### src/rtl/ring_decoder_pkg.sv
// rtl/ring_decoder_pkg.sv - shared state encodings and ring constants
package ring_decoder_pkg;

    typedef enum logic [1:0] {
        ST_HUNT   = 2'd0,
        ST_VERIFY = 2'd1,
        ST_LOCKED = 2'd2
    } ring_state_t;

    localparam int         RING_WIDTH_DEF = 8;
    // Same seed the ring counter loads out of reset.
    localparam logic [7:0] RING_SEED      = 8'b0000_0001;

endpackage

### src/rtl/ring_onehot_enc.sv
// rtl/ring_onehot_enc.sv - one-hot legality check and binary position encoder
module ring_onehot_enc #(
    parameter int WIDTH = 8,
    parameter int IDX_W = $clog2(WIDTH)
) (
    input  logic [WIDTH-1:0] vec,
    output logic             onehot,
    output logic [IDX_W-1:0] pos
);

    always_comb begin
        onehot = ($countones(vec) == 1);
        pos    = '0;
        for (int i = 0; i < WIDTH; i++) begin
            if (vec[i]) begin
                pos = IDX_W'(i);
            end
        end
    end

endmodule

### src/rtl/ring_decoder.sv
// rtl/ring_decoder.sv - ring word tracker: HUNT/VERIFY/LOCKED FSM with error counting
module ring_decoder
    import ring_decoder_pkg::*;
#(
    parameter int WIDTH  = RING_WIDTH_DEF,
    parameter int IDX_W  = $clog2(WIDTH),
    parameter int LOCK_N = 3,
    parameter int MISS_N = 2
) (
    input  logic             clk,
    input  logic             rst,
    input  logic [WIDTH-1:0] ring_in,
    input  logic             ring_vld,
    input  logic             err_clr,
    output logic [IDX_W-1:0] idx,
    output logic             idx_vld,
    output logic             locked,
    output logic             err_code,
    output logic             err_seq,
    output logic [7:0]       err_cnt
);

    function automatic logic [WIDTH-1:0] rotl(input logic [WIDTH-1:0] v);
        return {v[WIDTH-2:0], v[WIDTH-1]};
    endfunction

    ring_state_t      state_q, state_d;
    logic [WIDTH-1:0] exp_q, exp_d;
    logic [3:0]       hit_q, hit_d;
    logic [3:0]       miss_q, miss_d;
    logic [IDX_W-1:0] idx_d;
    logic             idx_vld_d, err_code_d, err_seq_d;
    logic             onehot;
    logic [IDX_W-1:0] pos;

    ring_onehot_enc #(.WIDTH(WIDTH), .IDX_W(IDX_W)) u_enc (
        .vec    (ring_in),
        .onehot (onehot),
        .pos    (pos)
    );

    always_comb begin
        state_d    = state_q;
        exp_d      = exp_q;
        hit_d      = hit_q;
        miss_d     = miss_q;
        idx_d      = idx;
        idx_vld_d  = 1'b0;
        err_code_d = 1'b0;
        err_seq_d  = 1'b0;
        if (ring_vld) begin
            if (onehot) begin
                idx_d     = pos;
                idx_vld_d = 1'b1;
            end
            case (state_q)
                ST_HUNT: begin
                    if (onehot) begin
                        exp_d   = rotl(ring_in);
                        hit_d   = '0;
                        state_d = ST_VERIFY;
                    end else begin
                        err_code_d = 1'b1;
                    end
                end
                ST_VERIFY: begin
                    if (!onehot) begin
                        err_code_d = 1'b1;
                        state_d    = ST_HUNT;
                    end else if (ring_in == exp_q) begin
                        hit_d = hit_q + 4'd1;
                        exp_d = rotl(ring_in);
                        if (hit_q + 4'd1 == 4'(LOCK_N)) begin
                            state_d = ST_LOCKED;
                            miss_d  = '0;
                        end
                    end else begin
                        err_seq_d = 1'b1;
                        exp_d     = rotl(ring_in);
                        hit_d     = '0;
                    end
                end
                ST_LOCKED: begin
                    // Source is assumed free-running, so expectation advances even on a miss.
                    exp_d = rotl(exp_q);
                    if (onehot && ring_in == exp_q) begin
                        miss_d = '0;
                    end else begin
                        err_seq_d  = onehot;
                        err_code_d = !onehot;
                        miss_d     = miss_q + 4'd1;
                        if (miss_q + 4'd1 == 4'(MISS_N)) begin
                            state_d = ST_HUNT;
                        end
                    end
                end
                default: state_d = ST_HUNT;
            endcase
        end
    end

    always_ff @(posedge clk) begin
        if (rst) begin
            state_q  <= ST_HUNT;
            exp_q    <= '0;
            hit_q    <= '0;
            miss_q   <= '0;
            idx      <= '0;
            idx_vld  <= 1'b0;
            err_code <= 1'b0;
            err_seq  <= 1'b0;
            err_cnt  <= '0;
        end else begin
            state_q  <= state_d;
            exp_q    <= exp_d;
            hit_q    <= hit_d;
            miss_q   <= miss_d;
            idx      <= idx_d;
            idx_vld  <= idx_vld_d;
            err_code <= err_code_d;
            err_seq  <= err_seq_d;
            if (err_clr) begin
                err_cnt <= '0;
            end else if ((err_code_d || err_seq_d) && err_cnt != 8'hFF) begin
                err_cnt <= err_cnt + 8'd1;
            end
        end
    end

    assign locked = (state_q == ST_LOCKED);

endmodule

### config.mk
export PLATFORM = sky130hd
export DESIGN_NAME = ring_decoder
export DESIGN_NICKNAME = d
export VERILOG_FILES = /design/src/rtl/ring_decoder_pkg.sv /design/src/rtl/ring_onehot_enc.sv /design/src/rtl/ring_decoder.sv
export SDC_FILE = /design/constraint.sdc
export NUM_CORES = 1
export LEC_CHECK = 0
export CAP_MARGIN = 10
export CORE_UTILIZATION = 29
export CTS_BUF_LIST = sky130_fd_sc_hd__clkbuf_4
export CTS_CLUSTER_SIZE = 8
export DETAILED_ROUTE_END_ITERATION = 12
export PLACE_DENSITY = 0.52
export REMOVE_ABC_BUFFERS = 1
export SLEW_MARGIN = 20
export SYNTH_ARGS = -nofsm -noshare
export SYNTH_HDL_FRONTEND = slang
export SYNTH_SLANG_ARGS = --single-unit
### constraint.sdc
create_clock -name clk -period 6.9 [get_ports clk]
set_input_delay 0.69 -clock clk [delete_from_list [all_inputs] [get_ports clk]]
set_output_delay 0.69 -clock clk [all_outputs]
set_load 0.01 [all_outputs]
### Nets reached from selected ports

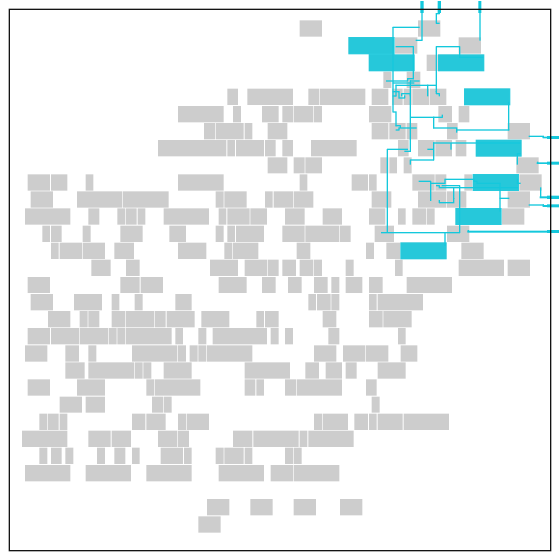
[err_cnt] cyan | direction: output | edge: 5 right, 3 top | end cells: 8 | wire: 256 um

### Clock nets

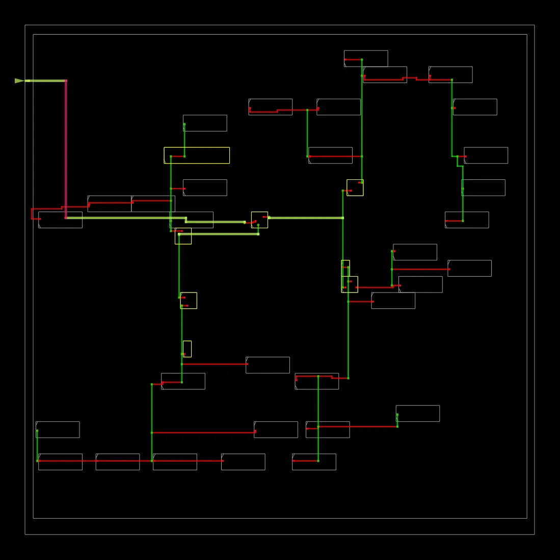
Worst Clk Skew: 17.61 ps
flip-flops: 32
TritonCTS buffer count: 5

### Clock distribution

Scale bar: 20 um.
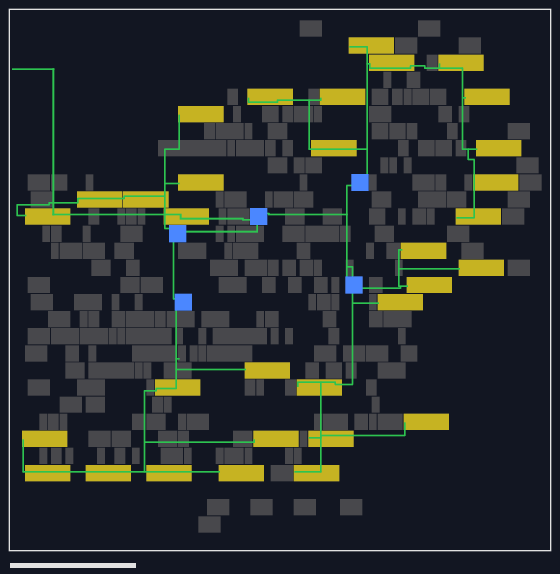
[clock-net drivers] blue | count: 5
[clock wires] green | length: 466 um
[flip-flops] yellow | count: 32
routed clock nets: 6

### Signal wires by layer

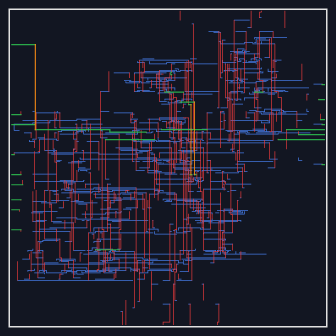
[M1] blue | wire length: 2050 um
[M2] red | wire length: 1830 um
[M4] orange | wire length: 61.9 um
[M3] green | wire length: 140 um

### Logic cells by family

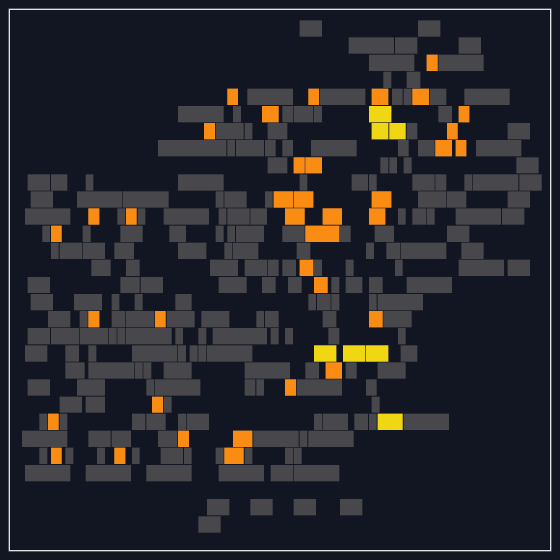
[non-inverting ao/oa cells] yellow | cells: 7
[aoi and oai cells] orange | cells: 37 | most used: a21oi_1 | where: widely spread

==> flow_summary.yaml <==
# flow metrics
power:
  irDropWorstVdd_v: 0.00008297
  powerSeq_uw: 207
  clockNetworkPower_uw: 138
  p_comb_uw: 144
critical_path:
  cp_slowest_cell: "clkdlybuf4s50_1"
  timing.critical_path.slowest_cell_delay_ps: 560
  endpoint: "err_cnt[5]"
  critPathLaunchType: "input port"
route:
  dr.max_layer_used: "met4"
  drt_first_pass_iters: 5
  detailroute.wirelength.met3_um: 139
  post_drt_wl_per_cell_um: 11.36
finish:
  area_of_all_sequential_standard_cells_sq_um: 640.6
  postLayoutCellArea_sq_um: 2451
  largest_registers: "err_cnt x8, exp_q x8"
  fin_util_pct: 36.08
min_path:
  worst_min_path_class: "reg2reg"
  timing.hold.worst_endpoint: "idx[1]"
yosys:
  post_synth_inst_count: 237
  yosysTopAreaCell: "dfxtp_1"
  ys_async_sr_fraction_pct: 0
  synth_cell_types: 50
  area_fraction_in_compound_gates_pct: 15.13
  mappedNetlistArea_sq_um: 2042
final_timing:
  max_slew.worst_pin.slew_ps: 806.4
  tns_ps: 0
  report.final.hold_viol_count: 0
  final_clock_period_utilization_by_the_worst_path_pct: 69.02
  period_minus_slack_ps: 4763
  final.hold.worst_slack_ps: 502.9
global_routing:
  gr-usage-all-layers_pct: 12.51
  grt_pass1_wl_um: 7327
die:
  chip_area_sq_um: 7381
  placeableCoreArea_sq_um: 6794
  std_cell_rows: 30
flow_run:
  cap_violations: 0
cts:
  tritoncts_num_sinks: 32
run_status:
  run_status: "finished clean"
Power and IR drop assume default switching activity.
